<file path="config.mk">
export PLATFORM = sky130hd
export DESIGN_NAME = edge_capture_flat
export DESIGN_NICKNAME = d
export VERILOG_FILES = /design/src/rtl/edge_capture_pkg.sv /design/src/rtl/edge_capture_if.sv /design/src/rtl/edge_capture_sync_fifo.sv /design/src/rtl/edge_capture.sv /design/src/flat_wrapper.sv
export SDC_FILE = /design/constraint.sdc
export NUM_CORES = 1
export LEC_CHECK = 0
export CORE_MARGIN = 5
export CORE_UTILIZATION = 45
export CTS_BUF_LIST = sky130_fd_sc_hd__clkbuf_2 sky130_fd_sc_hd__clkbuf_4 sky130_fd_sc_hd__clkbuf_8
export CTS_CLUSTER_SIZE = 20
export DETAILED_ROUTE_END_ITERATION = 6
export GPL_ROUTABILITY_DRIVEN = 0
export MAX_ROUTING_LAYER = met4
export PLACE_DENSITY_LB_ADDON = 0.3
export SYNTH_ARGS = -nofsm -noshare
export SYNTH_HDL_FRONTEND = slang
export SYNTH_SLANG_ARGS = --single-unit
</file>
<file path="constraint.sdc">
create_clock -name clk -period 2.75 [get_ports clk]
set_input_delay 0.4125 -clock clk [delete_from_list [all_inputs] [get_ports clk]]
set_output_delay 0.4125 -clock clk [all_outputs]
set_load 0.03 [all_outputs]
</file>
<file path="src/rtl/edge_capture_pkg.sv">
// Shared definitions for the edge capture block: default parameters and the
// packed record layout {edges, levels, timestamp}.
package edge_capture_pkg;

   localparam int DATAWIDTH_DEF = 1;
   localparam int TSWIDTH_DEF   = 16;
   localparam int DEPTHLOG2_DEF = 3;
   localparam int DROPWIDTH_DEF = 8;

   // Record layout, LSB first: timestamp, then levels, then edges.
   function automatic int rec_w(input int dw, input int tsw);
      return 2 * dw + tsw;
   endfunction

   function automatic int ts_lsb(input int dw, input int tsw);
      return 0;
   endfunction

   function automatic int lvl_lsb(input int dw, input int tsw);
      return tsw;
   endfunction

   function automatic int edg_lsb(input int dw, input int tsw);
      return tsw + dw;
   endfunction

endpackage

</file>
<file path="src/rtl/edge_capture_if.sv">
// Valid/ready record stream carrying captured edge events.
interface edge_capture_if #(
   parameter int DATAWIDTH = 1,
   parameter int TSWIDTH   = 16
);
   logic                 ev_valid;
   logic                 ev_ready;
   logic [DATAWIDTH-1:0] ev_edges;
   logic [DATAWIDTH-1:0] ev_levels;
   logic [TSWIDTH-1:0]   ev_ts;

   modport master (
      output ev_valid,
      output ev_edges,
      output ev_levels,
      output ev_ts,
      input  ev_ready
   );

   modport slave (
      input  ev_valid,
      input  ev_edges,
      input  ev_levels,
      input  ev_ts,
      output ev_ready
   );
endinterface

</file>
<file path="src/rtl/edge_capture_sync_fifo.sv">
// First-word-fall-through synchronous FIFO; read data comes straight from the
// storage registers so the head record is visible the cycle after it is written.
module sync_fifo #(
   parameter int WIDTH     = 8,
   parameter int DEPTHLOG2 = 3
) (
   input  logic             clk,
   input  logic             reset_l,
   input  logic             push_i,
   input  logic [WIDTH-1:0] wdata_i,
   input  logic             pop_i,
   output logic [WIDTH-1:0] rdata_o,
   output logic             full_o,
   output logic             empty_o
);
   localparam int DEPTH = 1 << DEPTHLOG2;

   logic [DEPTHLOG2:0] wptr_q, wptr_d;
   logic [DEPTHLOG2:0] rptr_q, rptr_d;
   logic [WIDTH-1:0]   mem_q [DEPTH];
   logic               wr_en;
   logic               rd_en;

   assign empty_o = (wptr_q == rptr_q);
   assign full_o  = (wptr_q[DEPTHLOG2] != rptr_q[DEPTHLOG2]) &&
                    (wptr_q[DEPTHLOG2-1:0] == rptr_q[DEPTHLOG2-1:0]);

   // When full, a write is only legal because the head slot is leaving this cycle.
   assign wr_en = push_i && (!full_o || pop_i);
   assign rd_en = pop_i && !empty_o;

   assign rdata_o = mem_q[rptr_q[DEPTHLOG2-1:0]];

   always_comb begin
      wptr_d = wptr_q;
      rptr_d = rptr_q;
      if (wr_en) wptr_d = wptr_q + (DEPTHLOG2+1)'(1);
      if (rd_en) rptr_d = rptr_q + (DEPTHLOG2+1)'(1);
   end

   always_ff @(posedge clk or negedge reset_l) begin
      if (!reset_l) begin
         wptr_q <= '0;
         rptr_q <= '0;
         for (int i = 0; i < DEPTH; i++) mem_q[i] <= '0;
      end else begin
         wptr_q <= wptr_d;
         rptr_q <= rptr_d;
         if (wr_en) mem_q[wptr_q[DEPTHLOG2-1:0]] <= wdata_i;
      end
   end

endmodule

</file>
<file path="src/rtl/edge_capture.sv">
// Timestamps cycles carrying edge pulses and queues {edges, levels, ts} records
// for a valid/ready consumer, with sticky overflow and a saturating drop count.
module edge_capture
   import edge_capture_pkg::*;
#(
   parameter int DATAWIDTH = DATAWIDTH_DEF,
   parameter int TSWIDTH   = TSWIDTH_DEF,
   parameter int DEPTHLOG2 = DEPTHLOG2_DEF,
   parameter int DROPWIDTH = DROPWIDTH_DEF
) (
   input  logic                 clk,
   input  logic                 reset_l,
   input  logic [DATAWIDTH-1:0] edge_i,
   input  logic [DATAWIDTH-1:0] level_i,
   input  logic                 clr_ovf,
   output logic                 ovf,
   output logic [DROPWIDTH-1:0] drops,
   edge_capture_if.master       ev
);
   localparam int REC_W   = rec_w(DATAWIDTH, TSWIDTH);
   localparam int TS_LSB  = ts_lsb(DATAWIDTH, TSWIDTH);
   localparam int LVL_LSB = lvl_lsb(DATAWIDTH, TSWIDTH);
   localparam int EDG_LSB = edg_lsb(DATAWIDTH, TSWIDTH);

   logic [TSWIDTH-1:0]   ts_q, ts_d;
   logic                 ovf_q, ovf_d;
   logic [DROPWIDTH-1:0] drops_q, drops_d;

   logic             event_v;
   logic             pop;
   logic             push;
   logic             drop;
   logic             full;
   logic             empty;
   logic [REC_W-1:0] wrec;
   logic [REC_W-1:0] rrec;

   assign event_v = |edge_i;
   assign pop     = !empty && ev.ev_ready;
   assign push    = event_v && (!full || pop);
   assign drop    = event_v && full && !pop;

   assign wrec = {edge_i, level_i, ts_q};

   sync_fifo #(
      .WIDTH     (REC_W),
      .DEPTHLOG2 (DEPTHLOG2)
   ) u_fifo (
      .clk     (clk),
      .reset_l (reset_l),
      .push_i  (push),
      .wdata_i (wrec),
      .pop_i   (pop),
      .rdata_o (rrec),
      .full_o  (full),
      .empty_o (empty)
   );

   assign ev.ev_valid  = !empty;
   assign ev.ev_edges  = rrec[EDG_LSB +: DATAWIDTH];
   assign ev.ev_levels = rrec[LVL_LSB +: DATAWIDTH];
   assign ev.ev_ts     = rrec[TS_LSB +: TSWIDTH];

   assign ovf   = ovf_q;
   assign drops = drops_q;

   // A drop in the same cycle as a clear restarts the count at one.
   always_comb begin
      ts_d    = ts_q + TSWIDTH'(1);
      ovf_d   = ovf_q;
      drops_d = drops_q;
      if (drop) begin
         ovf_d = 1'b1;
         if (clr_ovf)       drops_d = DROPWIDTH'(1);
         else if (!(&drops_q)) drops_d = drops_q + DROPWIDTH'(1);
      end else if (clr_ovf) begin
         ovf_d   = 1'b0;
         drops_d = '0;
      end
   end

   always_ff @(posedge clk or negedge reset_l) begin
      if (!reset_l) begin
         ts_q    <= '0;
         ovf_q   <= 1'b0;
         drops_q <= '0;
      end else begin
         ts_q    <= ts_d;
         ovf_q   <= ovf_d;
         drops_q <= drops_d;
      end
   end

endmodule
</file>
<file path="src/flat_wrapper.sv">
// flat-port wrapper written by rule: the top's interface ports become plain ports
module edge_capture_flat import edge_capture_pkg::*;
#(
   parameter int DATAWIDTH = DATAWIDTH_DEF,
   parameter int TSWIDTH   = TSWIDTH_DEF,
   parameter int DEPTHLOG2 = DEPTHLOG2_DEF,
   parameter int DROPWIDTH = DROPWIDTH_DEF
)
  (clk, reset_l, edge_i, level_i, clr_ovf, ovf, drops, ev_ev_valid, ev_ev_edges, ev_ev_levels, ev_ev_ts, ev_ev_ready);
  edge_capture_if #(.DATAWIDTH(DATAWIDTH), .TSWIDTH(TSWIDTH)) ev_i ();
  input  logic clk;
  input  logic reset_l;
  input  logic [DATAWIDTH-1:0] edge_i;
  input  logic [DATAWIDTH-1:0] level_i;
  input  logic clr_ovf;
  output logic ovf;
  output logic [DROPWIDTH-1:0] drops;
  output wire logic [$bits(ev_i.ev_valid)-1:0] ev_ev_valid;
  output wire logic [$bits(ev_i.ev_edges)-1:0] ev_ev_edges;
  output wire logic [$bits(ev_i.ev_levels)-1:0] ev_ev_levels;
  output wire logic [$bits(ev_i.ev_ts)-1:0] ev_ev_ts;
  input wire logic [$bits(ev_i.ev_ready)-1:0] ev_ev_ready;
  assign ev_ev_valid = ev_i.ev_valid;
  assign ev_ev_edges = ev_i.ev_edges;
  assign ev_ev_levels = ev_i.ev_levels;
  assign ev_ev_ts = ev_i.ev_ts;
  assign ev_i.ev_ready = ev_ev_ready;
  edge_capture #(.DATAWIDTH(DATAWIDTH), .TSWIDTH(TSWIDTH), .DEPTHLOG2(DEPTHLOG2), .DROPWIDTH(DROPWIDTH)) u_core (.clk(clk), .reset_l(reset_l), .edge_i(edge_i), .level_i(level_i), .clr_ovf(clr_ovf), .ovf(ovf), .drops(drops), .ev(ev_i));
endmodule
</file>
**Sizing map**

(3 px per um)
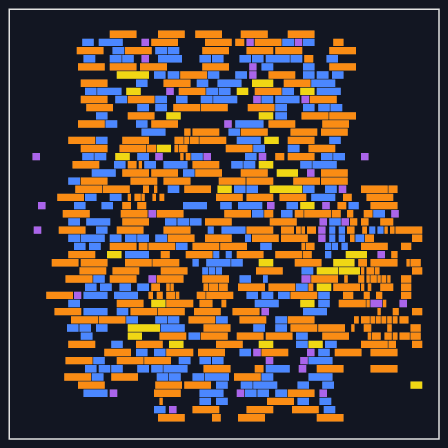
[drive 6 and up] yellow | cells: 30 | share: 5.2%
[drive 2] blue | cells: 214 | share: 37%
[drive 1 or less] orange | cells: 294 | share: 51%
[drive 3 to 4] purple | cells: 43 | share: 7.4%
Layout area overhead: 14.2%
Non-clock buffers: 60
cell area after layout: 9050 sq um
final worst slack: 104 ps

**Metal 2**

(2 px per um)
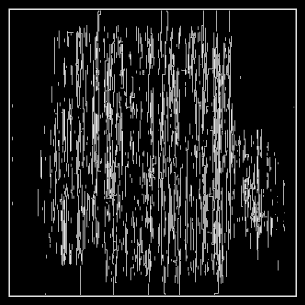
wire length on this layer: 7990 um
longest straight run: 54.4 um
main direction: vertical
share of all routed wire: 49%
nets with wire on the layer: 546
wirelength, routed: 16300 um
vias: 4513
routing usage on met2: 27.7%

## registers in the layout, summed over array words and instances, names as in the netlist
name / cells
u_core.drops: 8
u_core.ovf: 1
u_core.ts_q: 16
u_core.u_fifo.mem_q: 144
u_core.u_fifo.rptr_q: 4
u_core.u_fifo.wptr_q: 4
## power by group through the flow
stage | Clock, W | Combinational [W] | Sequential [W]
2_1_floorplan | 0 | 0.00221 | 0.00340
3_3_place_gp | 0 | 0.00315 | 0.00348
3_5_place_dp | 0 | 0.00321 | 0.00352
4_1_cts | 0.00190 | 0.00317 | 0.00347
5_1_grt | 0.00201 | 0.00339 | 0.00352
6_report | 0.00185 | 0.00316 | 0.00347
## logic make-up after synthesis
family | after synthesis | share of synthesized area, %
multiplexers | 193 | 32.5
flip-flops | 177 | 55.9
AND/OR/NAND/NOR | 77 | 5.19
buffers and inverters | 40 | 2.08
XOR/XNOR | 26 | 2.87
AND-OR/OR-AND | 11 | 0.821
adder cells (fa/ha/maj) | 4 | 0.631
## final timing paths
| check | from | to | slack [ps] | cells past startpoint |
|---|---|---|---|---|
| max | u_core.u_fifo.rptr_q[0] | ev_ev_ts[1] | 100 | 4 |
| min | reset_l | u_core.drops[4] | -6 | 1 |
| max reg2reg | u_core.u_fifo.rptr_q[1] | u_core.drops[5] | 330 | 6 |
| min reg2reg | u_core.u_fifo.mem_q[89] | u_core.u_fifo.mem_q[89] | 470 | 1 |
| max in group asynchronous | reset_l | u_core.u_fifo.mem_q[95] | 1940 | 2 |
| min in group clk | u_core.u_fifo.mem_q[89] | u_core.u_fifo.mem_q[89] | 470 | 1 |
## repair_timing
| action | CTS | global route |
|---|---|---|
| setup buffers | 0 | 2 |
| resized | 4 | 1 |
| endpoints found under the setup margin | 4 | 10 |
| pin swaps | 0 | 0 |
==> flow_metrics.env <==
# yosys + openroad results
export IMPL_status="finished with violations"
export IMPL_violations="negative hold slack"
export IMPL_pwr_share_clk_pct=21.8
export IMPL_slowest_stage="mux4_2"
export IMPL_p_leak_nw=3.99
export IMPL_drive_gt1_share_pct=49.4
export IMPL_clkSinkCount=177
export IMPL_start_kind="flop"
export IMPL_synth_flops=177
export IMPL_cts_tree="built"
export IMPL_maxUsedRoutingLayer="met4"
export IMPL_die_x_um=143
export IMPL_flops=177
export IMPL_cpPeakStageDelay_ps=500
export IMPL_synth_top_area_share_pct=55.9
export IMPL_yosys_top_cells_count="177 x dfrtp_1, 156 x mux2_2, 36 x mux4_2"
export IMPL_rows=48
export IMPL_syn_nets=538
export IMPL_synth_cell_types=36
export IMPL_pin_count=34
export IMPL_port_buffer_count=33
export IMPL_place_ws_ps=195
export IMPL_fmax_ghz=0.378
export IMPL_die_area_sq_um=20400
export IMPL_drv_cap=0
export IMPL_clockRootBuffer="clkbuf_8"
export IMPL_setup_worst_path_end_class="output port"
export IMPL_buffer_area_share_pct=6.30
export IMPL_postPlaceCellArea_sq_um=8630
export IMPL_grt_max_degree=84
export IMPL_edf_count=0
export IMPL_grtUsageTotal_pct=17.8
export IMPL_nWellTaps=225
export IMPL_netSwitchingPower_w=0.00277
export IMPL_syn_instance_count=528
export IMPL_cts_hold_buffers=0
export IMPL_cp_max_fo=12
export IMPL_nClkBuffers=21
export IMPL_drt_iter0_drc=230
export IMPL_first_global_vias=4864
export IMPL_crit_type="flop to output port"
export IMPL_use_met1_pct=23.9
export IMPL_n_antenna_cell=0
export IMPL_critPathBufInv=2
export IMPL_coreArea_sq_um=17300
export IMPL_clock_cell_area_share_pct=4.53
export IMPL_yosys_area_sq_um=7930
export IMPL_met1_length_um=7650
export IMPL_wl_met2_um=7990
export IMPL_clk_pin_slew_ps=90
export IMPL_setup_tns_ps=0
export IMPL_insertion_delay_ps=460
export IMPL_arrival_ps=2230
export IMPL_cts_buffers=17
export IMPL_relSlewSlack_pct=48.5
export IMPL_finalClockSkew_ps=11.2
export IMPL_synthArstFlopShare_pct=100
export IMPL_period_used_pct=96.2
export IMPL_area_leaders="dfrtp_1 56%, mux2_2 22%, mux4_2 10%"
export IMPL_final_nets=580
export IMPL_yosys_stat_seqShare_pct=55.9
export IMPL_gr_total_overflow=0
export IMPL_mostFrequentLayoutCell="dfrtp_1"
export IMPL_hold_viol_final=3
export IMPL_cp_top_family="multiplexers"
export IMPL_die_height_um=143
export IMPL_synth_main_ff_cell="dfrtp_1"
export IMPL_setup_viol=0
export IMPL_switching_share_pct=32.7
export IMPL_wl_met3_um=460
export IMPL_sh_comb_area_pct=37.0
export IMPL_ys_cells=528
export IMPL_final_max_slew_violation_count=0
export IMPL_drt_first_pass_iters=4
export IMPL_powerDensity_nw_per_um2=936
export IMPL_htreeDepth=4
export IMPL_inverters=3
export IMPL_whs_ps=-5.72
export IMPL_internal_power_w=0.00571
export IMPL_final_comb_area_sq_um=3350
export IMPL_rsz0062_at_grt="no"
export IMPL_grt_pass1_wl_um=26900
export IMPL_dominant_cells="flip-flops and latches"
export IMPL_post_route_util_pct=52.3
export IMPL_cp_required_ps=2340
export IMPL_hp_class="input pin to async pin"
export IMPL_hpwlAfterDp_um=10300
export IMPL_seqPwrFrac_pct=40.9
No activity file was given, so power comes from the tool's default toggle rates.
